File: src/rtl/adder_pipe_if.sv
// rtl/adder_pipe_if.sv - operand/result handshake bundle for adder_pipe
interface adder_pipe_if #(
  parameter int WIDTH = 32
);

  logic             in_valid;
  logic             in_ready;
  logic [WIDTH-1:0] a;
  logic [WIDTH-1:0] b;
  logic             cin;
  logic             sub;
  logic             out_valid;
  logic             out_ready;
  logic [WIDTH-1:0] sum;
  logic             cout;
  logic             ovf;
  logic             zero;

  // Upstream producer / downstream consumer side
  modport master (
    output in_valid, a, b, cin, sub, out_ready,
    input  in_ready, out_valid, sum, cout, ovf, zero
  );

  // Adder side
  modport slave (
    input  in_valid, a, b, cin, sub, out_ready,
    output in_ready, out_valid, sum, cout, ovf, zero
  );

endinterface

File: src/rtl/adder_pipe.sv
// rtl/adder_pipe.sv - chunked add/subtract pipeline, one CW-bit chunk resolved per stage
module adder_pipe #(
  parameter int WIDTH  = 32,
  parameter int STAGES = 4
) (
  input  logic        clk,
  input  logic        rst_n,
  adder_pipe_if.slave bus
);

  localparam int CW   = WIDTH / STAGES;
  localparam int LAST = STAGES - 1;

  // Per-stage registers: valid, operands (upper chunks still to be consumed),
  // partial sum (chunks 0..k resolved), and the carry out of chunk k.
  logic             v_r  [STAGES];
  logic [WIDTH-1:0] a_r  [STAGES];
  logic [WIDTH-1:0] bb_r [STAGES];
  logic [WIDTH-1:0] s_r  [STAGES];
  logic             c_r  [STAGES];
  logic             zero_r;

  logic             v_nx  [STAGES];
  logic [WIDTH-1:0] a_nx  [STAGES];
  logic [WIDTH-1:0] bb_nx [STAGES];
  logic [WIDTH-1:0] s_nx  [STAGES];
  logic             c_nx  [STAGES];

  logic [WIDTH-1:0] bb0;
  logic             c0;
  logic             adv;

  // Subtract is A + ~B + 1; carry-in is forced to 1 so cin is ignored in that mode.
  assign bb0 = bus.sub ? ~bus.b : bus.b;
  assign c0  = bus.sub | bus.cin;

  // The whole pipe moves together whenever the output slot is free or being drained.
  assign adv          = !v_r[LAST] || bus.out_ready;
  assign bus.in_ready = adv;

  // Next state of every stage: stage 0 resolves chunk 0 from the incoming operands,
  // stage k resolves chunk k from stage k-1 and passes the lower chunks through.
  always_comb begin
    logic [CW:0] part;
    part     = {1'b0, bus.a[CW-1:0]} + {1'b0, bb0[CW-1:0]} + {{CW{1'b0}}, c0};
    v_nx[0]  = bus.in_valid;
    a_nx[0]  = bus.a;
    bb_nx[0] = bb0;
    s_nx[0]  = '0;
    s_nx[0][CW-1:0] = part[CW-1:0];
    c_nx[0]  = part[CW];
    for (int k = 1; k < STAGES; k++) begin
      part     = {1'b0, a_r[k-1][k*CW +: CW]} + {1'b0, bb_r[k-1][k*CW +: CW]}
               + {{CW{1'b0}}, c_r[k-1]};
      v_nx[k]  = v_r[k-1];
      a_nx[k]  = a_r[k-1];
      bb_nx[k] = bb_r[k-1];
      s_nx[k]  = s_r[k-1];
      s_nx[k][k*CW +: CW] = part[CW-1:0];
      c_nx[k]  = part[CW];
    end
  end

  // Stage registers shift in lockstep on advance; bubbles are kept, not collapsed.
  always_ff @(posedge clk or negedge rst_n) begin
    if (!rst_n) begin
      for (int k = 0; k < STAGES; k++) begin
        v_r[k]  <= 1'b0;
        a_r[k]  <= '0;
        bb_r[k] <= '0;
        s_r[k]  <= '0;
        c_r[k]  <= 1'b0;
      end
      zero_r <= 1'b0;
    end else if (adv) begin
      for (int k = 0; k < STAGES; k++) begin
        v_r[k]  <= v_nx[k];
        a_r[k]  <= a_nx[k];
        bb_r[k] <= bb_nx[k];
        s_r[k]  <= s_nx[k];
        c_r[k]  <= c_nx[k];
      end
      zero_r <= (s_nx[LAST] == '0);
    end
  end

  // The last stage register is the output; overflow uses the sign of the captured B'.
  assign bus.out_valid = v_r[LAST];
  assign bus.sum       = s_r[LAST];
  assign bus.cout      = c_r[LAST];
  assign bus.zero      = zero_r;
  assign bus.ovf       = (a_r[LAST][WIDTH-1] == bb_r[LAST][WIDTH-1])
                      && (s_r[LAST][WIDTH-1] != a_r[LAST][WIDTH-1]);

endmodule
File: src/flat_wrapper.sv
// flat-port wrapper written by rule: the top's interface ports become plain ports
module adder_pipe_flat 
#(
  parameter int WIDTH  = 32,
  parameter int STAGES = 4
)
  (clk, rst_n, bus_in_valid, bus_a, bus_b, bus_cin, bus_sub, bus_out_ready, bus_in_ready, bus_out_valid, bus_sum, bus_cout, bus_ovf, bus_zero);
  adder_pipe_if #(.WIDTH(WIDTH)) bus_i ();
  input  logic clk;
  input  logic rst_n;
  input wire logic [$bits(bus_i.in_valid)-1:0] bus_in_valid;
  input wire logic [$bits(bus_i.a)-1:0] bus_a;
  input wire logic [$bits(bus_i.b)-1:0] bus_b;
  input wire logic [$bits(bus_i.cin)-1:0] bus_cin;
  input wire logic [$bits(bus_i.sub)-1:0] bus_sub;
  input wire logic [$bits(bus_i.out_ready)-1:0] bus_out_ready;
  output wire logic [$bits(bus_i.in_ready)-1:0] bus_in_ready;
  output wire logic [$bits(bus_i.out_valid)-1:0] bus_out_valid;
  output wire logic [$bits(bus_i.sum)-1:0] bus_sum;
  output wire logic [$bits(bus_i.cout)-1:0] bus_cout;
  output wire logic [$bits(bus_i.ovf)-1:0] bus_ovf;
  output wire logic [$bits(bus_i.zero)-1:0] bus_zero;
  assign bus_i.in_valid = bus_in_valid;
  assign bus_i.a = bus_a;
  assign bus_i.b = bus_b;
  assign bus_i.cin = bus_cin;
  assign bus_i.sub = bus_sub;
  assign bus_i.out_ready = bus_out_ready;
  assign bus_in_ready = bus_i.in_ready;
  assign bus_out_valid = bus_i.out_valid;
  assign bus_sum = bus_i.sum;
  assign bus_cout = bus_i.cout;
  assign bus_ovf = bus_i.ovf;
  assign bus_zero = bus_i.zero;
  adder_pipe #(.WIDTH(WIDTH), .STAGES(STAGES)) u_core (.clk(clk), .rst_n(rst_n), .bus(bus_i));
endmodule
File: config.mk
export PLATFORM = sky130hd
export DESIGN_NAME = adder_pipe_flat
export DESIGN_NICKNAME = d
export VERILOG_FILES = /design/src/rtl/adder_pipe_if.sv /design/src/rtl/adder_pipe.sv /design/src/flat_wrapper.sv
export SDC_FILE = /design/constraint.sdc
export NUM_CORES = 1
export LEC_CHECK = 0
export ABC_AREA = 1
export CORE_ASPECT_RATIO = 0.5
export CORE_MARGIN = 3
export CORE_UTILIZATION = 46
export CTS_CLUSTER_DIAMETER = 30
export CTS_CLUSTER_SIZE = 16
export DETAILED_ROUTE_END_ITERATION = 12
export PLACE_DENSITY = 0.68
export SETUP_SLACK_MARGIN = 0.5
export SLEW_MARGIN = 0
export SYNTH_ARGS = -nofsm -noshare
export SYNTH_HDL_FRONTEND = slang
export SYNTH_SLANG_ARGS = --single-unit
File: constraint.sdc
create_clock -name clk -period 2.6 [get_ports clk]
set_input_delay 0.52 -clock clk [delete_from_list [all_inputs] [get_ports clk]]
set_output_delay 0.52 -clock clk [all_outputs]
set_load 0.02 [all_outputs]
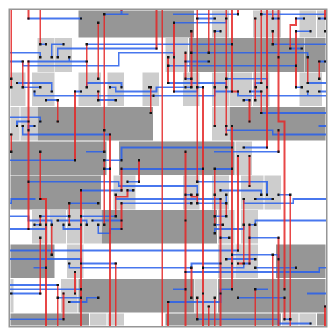
(run_1/detail.png)
Region (88, 18) to (113, 43) um. Cells in gray, sequential cells in the stronger gray; small squares are vias.
metal 2: shown in red. metal 1: shown in blue.
Most frequent: nand2_1 (20), dfrtp_1 (10), o21ai_0 (8). 47 logic cells have their middle in the window. Netlist names of flops here include u_core.s_nx (7), u_core.bus.sum (3). Sequential cells in the window: 10.

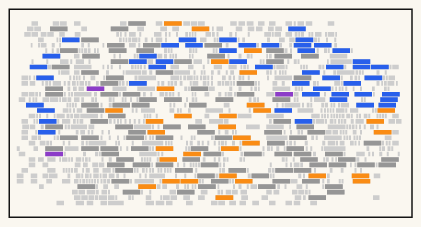
(run_1/flops_by_reg.png)
(2 px per um)
u_core.a_nx: shown in blue, placed flops 48. u_core.bus.sum: shown in orange, placed flops 32. u_core.c_r: shown in purple, placed flops 3.
Another 104 sequential cells are not colored.
Final Core Density: 59.4%
Flop area: 4680 sq um

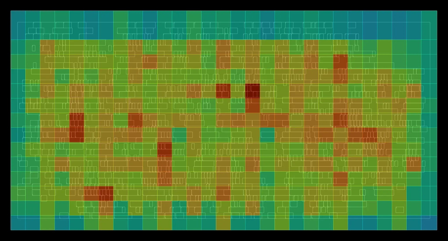
(run_1/congestion.png)
Avg WL per Cell: 13.3 um
Global Route Usage Sum: 18.1%
met1 Use GR: 25.3%
GRT busiest layer: met2

==> results.toml, run 1 <==
# implementation run metrics
[setup_path]
timing.rr.start = "u_core.c_r[1]"
cpMostUsedCell = "nand2_1"
cp-end-kind = "register"
cpPeakStageDelay_ns = 0.41
crit_type = "input pin to register"
reg2reg_depth = 9

[timing]
period_used_pct = 77.3
clock_skew_ns = 0.00954
slew_headroom_pct = 61.8

[yosys]
async_reset_ff_share_pct = 100
yosysSeqAreaShare_pct = 53.7
ff_type = "dfrtp_1"
top_cell_area_share_pct = 53.7
synthDistinctLibCells = 32
xor_area_share_pct = 4.63
logic_family = "simple AND/OR/NAND/NOR gates"
ys_sh_adder_pct = 5.86

[status]
outcome = "complete, no violations"

[clock_tree]
htree_levels = 4
ctsHoldBuffers = 0
cts_inserted_buffers = 17
clk_latency_ns = 0.42
clockRootBuffer = "clkbuf_16"

[global_routing]
use_met2_pct = 29.4
grt_pass1_vias = 6273
grt_start_max_net_pins = 73
antenna_found_initial = 0

[pwr]
swShare_pct = 38.3
p_leak_nw = 5.13
pwr_density_cell_nw_per_um2 = 1220
peakVddDrop_mv = 0.670
pg_clk_mw = 2.74
net-switching-power_mw = 4.96

[route]
drtIter0Drc = 320
first_pass_iters = 5

[floorplan]
core_sq_um = 18000
die_h_um = 103
ios = 107
row_count = 34
dieArea_sq_um = 20700

[cells_and_area]
nClkBuffers = 18
drive_gt1_share_pct = 6.52
nets = 1184
buffers = 123
final_cells = 1341
seq_area_share_pct = 43.9
final-nonclk-buf-share_pct = 11.7
lay_top_cells = "357 x nand2_1, 187 x dfrtp_1, 99 x clkdlybuf4s50_1, 85 x o21ai_0, 74 x inv_1"

[run]
cap_violations = 0

[place]
pre_cts_ws_ns = -0.158
==> run 2: changes to the inputs <==
- clock period: 2.6 -> 1.85 ns (I/O delays scaled with it)
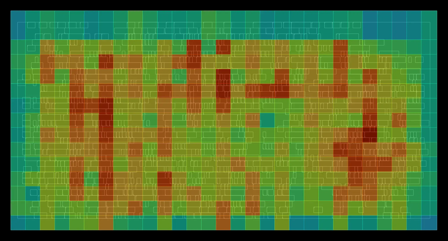
(run_2/congestion.png)
met1 Use GR: 26.6%
Avg WL per Cell: 14.8 um

==> run 2 against run 1 <==
Compared with the run above: the run now ends with negative setup slack left; final cell count grew 6.3%; total power grew 64%; sequential cell count is the same; combinational power grew 100%; critical path type is now register to register; critical endpoint is now u_core.bus.zero.
==> results.toml, run 2 <==
# implementation run metrics
[status]
outcome = "finished with violations"
violations = "negative setup slack"

[global_routing]
busiest_layer = "met2"
use_met2_pct = 33.0
antenna_found_initial = 0
grt_start_max_net_pins = 61
track_usage_pct = 19.3

[pwr]
p_leak_nw = 5.80
peakVddDrop_mv = 0.891
swShare_pct = 40.0
net-switching-power_mw = 8.49
pwr_density_cell_nw_per_um2 = 1770

[timing]
fin_ws_ns = -0.138
setup_violations = 3

[cells_and_area]
nets = 1267
final_cells = 1426
flop_area_sq_um = 4680
utilization_pct = 67.0
nClkBuffers = 17

[setup_path]
cp-end-kind = "register"
reg2reg_depth = 9

[yosys]
logic_family = "simple AND/OR/NAND/NOR gates"
yosysSeqAreaShare_pct = 53.7
synthDistinctLibCells = 32
async_reset_ff_share_pct = 100
ff_type = "dfrtp_1"

[clock_tree]
ctsHoldBuffers = 1
htree_levels = 4
cts_inserted_buffers = 17

[floorplan]
row_count = 34
core_sq_um = 18000
ios = 107

[run]
cap_violations = 0

[route]
first_pass_iters = 6
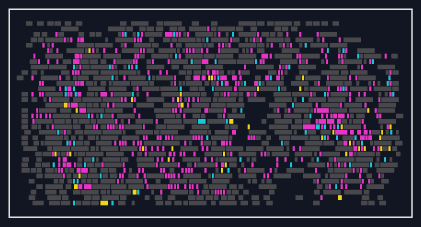
(run_2/logic_types.png)
(2 px per um)
NOR gates: shown in yellow, cells 40, most used nor2_1. NAND gates: shown in magenta, cells 390, most used nand2_1, where all over the die. inverters: shown in cyan, cells 79, most used inv_1.

No activity file was given, so power comes from the tool's default toggle rates.
